$ cat src/rtl/bank_joltage.sv
// bank_joltage: streaming per-bank scorer for the day-3 battery datapath.
// Accepts one digit per beat, tracks the largest ordered two-digit pair in
// each bank and hands the result downstream over a valid/ready handshake.
// Optional feature macro: BANK_CHECK_EN adds the out_err port and flags
// malformed banks (too short, non-decimal digit, or too long).
module bank_joltage #(
  parameter int MAX_LEN = 100,
  parameter int LEN_W   = 7
) (
  input  logic             clk,
  input  logic             rst,
  input  logic             in_valid,
  output logic             in_ready,
  input  logic [3:0]       in_digit,
  input  logic             in_last,
  output logic             out_valid,
  input  logic             out_ready,
  output logic [7:0]       out_value,
  output logic [LEN_W-1:0] out_len
`ifdef BANK_CHECK_EN
  ,
  output logic             out_err
`endif
);

  typedef enum logic {S_SCAN, S_EMIT} state_t;

  state_t           state;
  logic [3:0]       hi;
  logic [7:0]       best;
  logic [LEN_W-1:0] cnt;
  logic             seen;

  logic             accept;
  logic [7:0]       cand;
  logic [7:0]       best_next;
  logic [3:0]       hi_next;
  logic             at_max;
  logic [LEN_W-1:0] cnt_next;

`ifdef BANK_CHECK_EN
  logic             err;
  logic             err_next;
  logic             err_final;
`endif

  // Next tracker values for the beat being offered this cycle.
  always_comb begin
    accept    = in_valid && in_ready;
    cand      = ({4'd0, hi} * 8'd10) + {4'd0, in_digit};
    best_next = best;
    if (seen && (cand > best)) begin
      best_next = cand;
    end
    hi_next  = (in_digit > hi) ? in_digit : hi;
    at_max   = (cnt == LEN_W'(MAX_LEN));
    cnt_next = at_max ? cnt : (cnt + LEN_W'(1));
`ifdef BANK_CHECK_EN
    // A beat arriving while the count already sits at MAX_LEN overflows the bank.
    err_next  = err | (in_digit > 4'd9) | at_max;
    err_final = err_next | ~seen;
`endif
  end

  // Scan/emit FSM with registered handshake outputs, trackers and result.
  always_ff @(posedge clk) begin
    if (rst) begin
      state     <= S_SCAN;
      in_ready  <= 1'b1;
      out_valid <= 1'b0;
      out_value <= 8'd0;
      out_len   <= '0;
      hi        <= 4'd0;
      best      <= 8'd0;
      cnt       <= '0;
      seen      <= 1'b0;
`ifdef BANK_CHECK_EN
      err       <= 1'b0;
      out_err   <= 1'b0;
`endif
    end else begin
      case (state)
        S_SCAN: begin
          if (accept) begin
            hi   <= hi_next;
            best <= best_next;
            cnt  <= cnt_next;
            seen <= 1'b1;
`ifdef BANK_CHECK_EN
            err  <= err_next;
`endif
            if (in_last) begin
`ifdef BANK_CHECK_EN
              out_value <= err_final ? 8'd0 : best_next;
              out_err   <= err_final;
`else
              out_value <= best_next;
`endif
              out_len   <= cnt_next;
              state     <= S_EMIT;
              in_ready  <= 1'b0;
              out_valid <= 1'b1;
            end
          end
        end
        S_EMIT: begin
          if (out_ready) begin
            hi        <= 4'd0;
            best      <= 8'd0;
            cnt       <= '0;
            seen      <= 1'b0;
`ifdef BANK_CHECK_EN
            err       <= 1'b0;
`endif
            state     <= S_SCAN;
            in_ready  <= 1'b1;
            out_valid <= 1'b0;
          end
        end
        default: begin
          state     <= S_SCAN;
          in_ready  <= 1'b1;
          out_valid <= 1'b0;
        end
      endcase
    end
  end

endmodule

$ cat config.mk
export PLATFORM = sky130hd
export DESIGN_NAME = bank_joltage
export DESIGN_NICKNAME = d
export VERILOG_FILES = /design/src/rtl/bank_joltage.sv
export SDC_FILE = /design/constraint.sdc
export NUM_CORES = 1
export LEC_CHECK = 0
export CAP_MARGIN = 25
export CELL_PAD_IN_SITES_DETAIL_PLACEMENT = 0
export CELL_PAD_IN_SITES_GLOBAL_PLACEMENT = 1
export CORE_MARGIN = 8
export CORE_UTILIZATION = 47
export CTS_CLUSTER_SIZE = 10
export DETAILED_ROUTE_END_ITERATION = 6
export PLACE_DENSITY = 0.87
export SLEW_MARGIN = 5
export SYNTH_ARGS = -nofsm -noshare
export SYNTH_HDL_FRONTEND = slang
export SYNTH_SLANG_ARGS = --single-unit
$ cat constraint.sdc
create_clock -name clk -period 5 [get_ports clk]
set_input_delay 1 -clock clk [delete_from_list [all_inputs] [get_ports clk]]
set_output_delay 1 -clock clk [all_outputs]
set_load 0.02 [all_outputs]
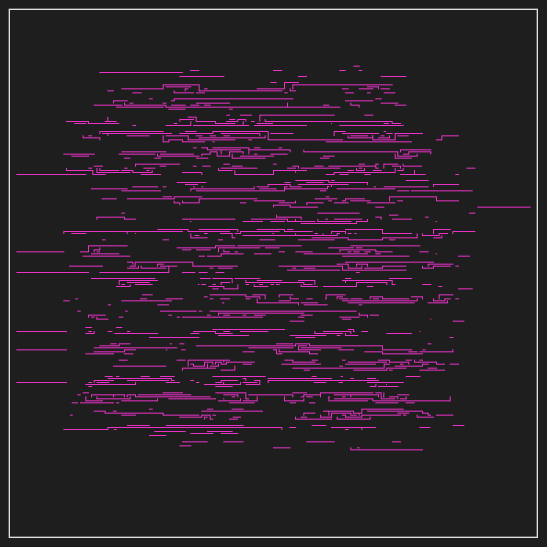
*M1 wires, run 1*
Scale: 6 px per um.
The wires run mostly horizontal. The longest straight run is 29.0 um.
grt met1 use: 19.8%
total number of vias: 1,947
total routed wirelength: 5180 um

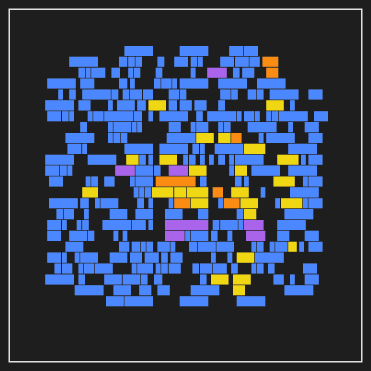
*Sizing map, run 1*
Scale: 4 px per um.
x6 and larger: in purple, cells 7, share 2.4%, most used clkbuf_8. x2: in yellow, cells 25, share 8.6%, most used o211ai_2. x3 and x4: in orange, cells 7, share 2.4%. x1 and smaller: in blue, cells 252, share 87%, most used dfxtp_1.
area growth from synthesis to layout: 14.5%
least setup slack across all paths after layout: 0.757 ns

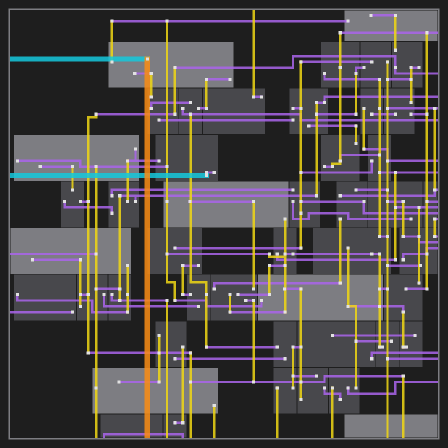
*Layout detail, run 1*
Region (9, 53) to (34, 78) um. Cells in gray, sequential cells in the stronger gray; small squares are vias.
M1: in purple. M3: in cyan. M2: in yellow. M4: in orange.
Most frequent: dfxtp_1 (8), a21oi_1 (6). 45 logic cells have their middle in the window. Sequential cells in the window: 8. Netlist names of flops here include out_len (4), cnt (3).

==> run notes, run 1 <==
Status on the layout run. Residual antenna-violating net count after detailed routing landed at 0. Worst vdd rail ir drop landed at 0.000200 V. The worst path needs 4.24 ns of the cycle, external delays included. STA classifies the critical path endpoint as a flip-flop. Clock latency at the later pin of the worst-skew pair landed at 0.29 ns. The via count of the first global-routing pass came to 1,855. Setup repair after global routing left no endpoint under its margin.

Looking at the worst setup and hold paths, the clock pins of their registers show a slew of 0.08 ns. Area reported by Yosys stat landed at 2420 sq um. Reg-to-reg setup timing slack landed at 1.18 ns.

HPWL reported at the end of detailed placement landed at 3790 um. The cell sitting at the root of the clock tree is a clkbuf_8. In the final report, the number of hold violations comes to 0.

Based on the critical path, the design can be clocked at up to 236 MHz. Sorting the synthesized cells by how often they occur yields dfxtp_1 (38), nand2_1 (29), a21oi_1 (25). The layout contains a multi-input combinational cell count of 198. Number of register bits inferred by synthesis landed at 38. H-tree depth landed at 2. The script computed a power per unit cell area of 292 nW/um^2. The path class of the tightest hold or removal check is flip-flop to flip-flop. The flow ran to the end, and the final reports show no timing, DRC or antenna violations. In this run, CTS created clock tree buffers numbering 5. Number of cells after detailed placement landed at 354. Area share of the largest cell type after synthesis landed at 31.4%. Power comes to 809 uW. In the synthesized netlist, the number of instances is 269.

The required time at the worst endpoint is listed as 5.19 ns. Quantity of gates resized following cts landed at 0. The gate-level netlist out of Yosys references 55 unique cell types. In this run the cell area measured after placement is 2660 sq um. Per the final layout report, the fraction of cells sized above drive strength 1 comes to 13.4%.
-- run 1: sequential cells by signal (all words and copies together), names as in the netlist --
register,flops
best,8
out_value,8
cnt,7
out_len,7
hi,4
in_ready,1
out_valid,1
seen,1
state,1
-- run 1: layout by cell type (no fill, tap or decap), types with 8 or more instances in the layout --
| master | instances |
|---|---|
| nand2_1 | 29 |
| xnor2_1 | 9 |
| inv_1 | 21 |
| dfxtp_1 | 38 |
| o211ai_2 | 8 |
| clkdlybuf4s50_1 | 25 |
| ha_1 | 21 |
| nand3_1 | 16 |
| nor2_1 | 19 |
| a21oi_1 | 25 |
-- run 1: kinds of logic (layout without fill, tap and decap cells) --
group                      count (synthesis)  count (layout)  synth area share [%]
AOI/OAI and AO/OA                         70              70                  23.4
xor gates and xnor gates                  10              10                  4.40
adders and majority gates                 23              23                  12.5
buffers and inverters                     33              55                  7.96
DFF                                       38              38                  31.4
muxes                                      1               1                 0.414
and+or+nand+nor                           94              94                  19.9
-- run 1: power breakdown --
group / leakage (uW) / switching [uW] / internal [uW] / total [uW]
combinational: 0.000656 / 126 / 80.6 / 207
clock: 0.0000573 / 112 / 160 / 272
sequential: 0.000309 / 12.8 / 317 / 330
total: 0.00102 / 251 / 558 / 809
-- run 1: critical path, cell delays in order --
cell and delay (ns):
clkdlybuf4s50_1 0.52, ha_1 0.18, inv_1 0.05, fa_1 0.40
nor2b_1 0.23, o21ai_0 0.11, a211o_1 0.30, ha_1 0.33
nand2_1 0.08, o21ai_0 0.29, o2111ai_2 0.25, buf_4 0.26
a32o_1 0.25, a31o_1 0.18
-- run 1: routing by layer --
layer	wire length (um)	part of all wire (%)	up-vias	track usage [%]
li1	-	-	1000	-
met1	2630	51	905	19.8
met2	2210	43	37	21.6
met3	275	5.3	5	3.94
met4	66	1.3	0	4.69
met5	0	0	-	0
### Cell classes on the final placement, run 1

Scale: 4 px per um.
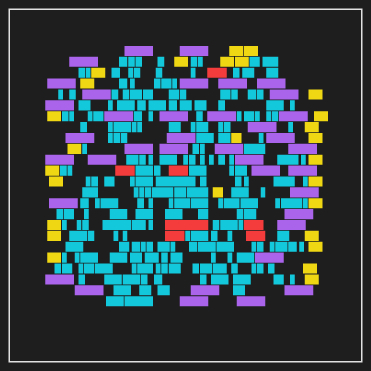

## Run 2: what changed since run 1
- CORE_UTILIZATION: 47 -> 43
- PLACE_DENSITY: 0.87 -> 0.8
- clock period: 5 -> 4.2 ns (I/O delays scaled with it)
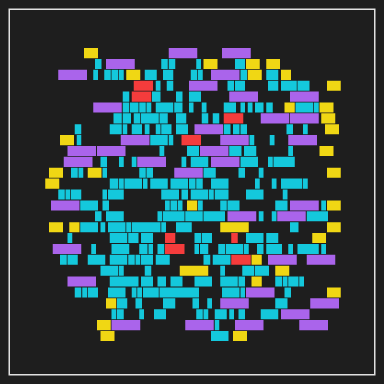
*Cell classes on the final placement, run 2*
Scale: 4 px per um.
registers: in purple, cells 38. clock drivers and dummy loads: in red, cells 8. remaining buffers and delay cells: in yellow, cells 34. remaining logic cells: in cyan, cells 219.
Core Area: 5470 sq um
Final Instance Area: 2830 sq um
fraction of area in registers: 26.8%
Rows: 27
final standard cell utilization of the core: 51.8%

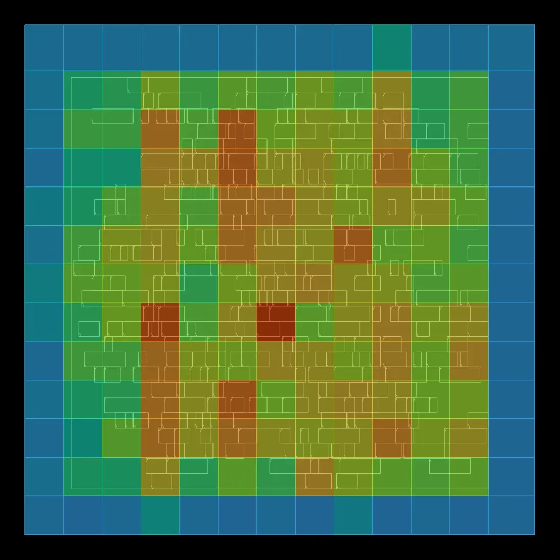
*Track usage over the die, run 2*
grt met1 use: 17.7%
busiest layer in global routing: met2

==> run 2 against run 1 <==
Compared with the run above:
- hold slack worse by 0.00057 ns
- sequential share of layout area shrank 0.61 points
- global-route usage shrank 1.3 points
- core utilization fell by 3.2 points
- critical path depth unchanged
- synthesized area is the same
- wire length is 4.2% higher
- count of clock-buffer cells in the layout unchanged
- clock skew up 0.0047 ns
- total power is 15% higher
- cell area is 2.3% higher
- via count up 2.4%
- largest power group unchanged
==> run notes, run 2 <==
Status on the layout run. Routed length on met2 landed at 2390 um. Number of cells produced by synthesis landed at 269. The clock H-tree reported by CTS has 2 levels. The report lists the power per cell area as 330 nW/um^2. Highest clock frequency the design can meet landed at 256 MHz.

From synthesis to final layout, the design area changed by 17.1%. Area reported by Yosys stat landed at 2420 sq um. Number of endpoints with negative hold slack in the final report landed at 0. Number of inserted filler cells in the final layout landed at 529. Total power consumption of the routed design landed at 934 uW.

For the worst setup path, the data required time is 4.39 ns. Total clock buffers created by CTS landed at 5. Clock latency at the later pin of the worst-skew pair landed at 0.30 ns.

Summed over all layers, the routed wires come to 5400 um. The worst hold path passes through 2 cells. The largest registers in the layout are best: 8 flops, out_value: 8 flops. Routed via count landed at 1,993. The via count of the first global-routing pass is 1,897.

Setup repair after global routing left no endpoint under its margin. Clock transition at the registers of the reported paths landed at 0.08 ns. Count of hold-fix buffers inserted at cts landed at 0. The library cell used most frequently in the layout, excluding fill and tap cells, is dfxtp_1. The highest layer touched by signal routing is met4. The synthesized design devotes to its leading area cell type 31.4% of total area.

Post-route met1 wirelength landed at 2620 um. The worst setup path is captured at a flip-flop. Minimum clock period after layout landed at 3.91 ns. For this run the detailed placement stage logged an HPWL of 3930 um. Quantity of gates resized following cts landed at 0. Worst vdd rail ir drop landed at 0.000129 V. Number of cells after detailed placement landed at 360. Clock tree synthesis selected as its root buffer the cell clkbuf_8.

Residual antenna-violating net count after detailed routing landed at 0. Total length of routed met3 wires landed at 337 um. The flow ran to the end, and the final reports show no timing, DRC or antenna violations. Cell area after placement landed at 2700 sq um.

The path class of the tightest hold or removal check is flip-flop to flip-flop. Leaving out fill and tap cells, the most frequent cells in the layout are dfxtp_1 (38), nand2_1 (29), a21oi_1 (25), clkdlybuf4s50_1 (25). Setup clock skew after layout landed at 0.00993 ns. Post-synthesis cell type count landed at 55. met3 track demand over resource after global routing is 3.79%. The synthesized design contains 38 register bits.

Core utilization at floorplan landed at 44.2%. In this run the register-to-register setup slack is 0.53 ns. Share of final-layout standard cells stronger than drive strength 1 landed at 15.7%.
[run 2: cell counts after synthesis]
No cell type changed its count.
[run 2: per-stage QoR]
step	util, %	TNS, ns	worst slack [ns]
floorplan	-	0	0.813
finish	51.8	0	0.287
CTS	51.1	0	0.259
detailed placement	49.4	-0.0505	-0.0424
global route	51.8	0	0.0415
global placement	49.4	0	0.0741
[run 2: cell type report]
type | count | share of cell area (%)
multi-input combinational | 198 | 51.7
sequential | 38 | 26.8
timing repair buffer | 34 | 12.1
tap | 72 | 3.18
clock buffer | 6 | 2.91
inverter | 21 | 2.78
clock inverter | 2 | 0.442
[run 2: how the worst max path moves through the flow]
stage | from | end | slack [ns] | cells past startpoint
after floorplan | in_digit[1] | out_value[4] | 0.81 | 13
after global placement | in_digit[1] | out_value[3] | 0.07 | 13
after detailed placement | in_digit[1] | out_value[3] | -0.04 | 13
after CTS | in_digit[1] | out_value[3] | 0.26 | 13
after global routing | in_digit[1] | out_value[7] | 0.04 | 14
final | in_digit[1] | out_value[7] | 0.29 | 14
[run 2: worst max-delay path, stage by stage]
cell	delay, ns
clkdlybuf4s50_1	0.49
ha_1	0.17
inv_1	0.05
fa_1	0.39
nor2b_1	0.25
o21ai_0	0.12
a211o_1	0.32
ha_1	0.33
nand4_1	0.12
or3_4	0.35
o2111a_2	0.18
buf_12	0.15
buf_4	0.14
a31o_1	0.19
[run 2: cells by family after synthesis]
kind of cell,Yosys count,share of synthesized area (%)
fa+ha+maj,23,12.5
compound gates,70,23.4
xor+xnor,10,4.40
simple gates,94,19.9
mux,1,0.414
buf+inv,33,7.96
flops,38,31.4
[run 2: power by group]
part           total, uW  internal [uW]  switching, uW
registers            394            378           15.7
logic                271            117            154
clock network        270            132            138
total                934            627            307
Power figures rest on the tool's default switching activity, not on a simulated workload.
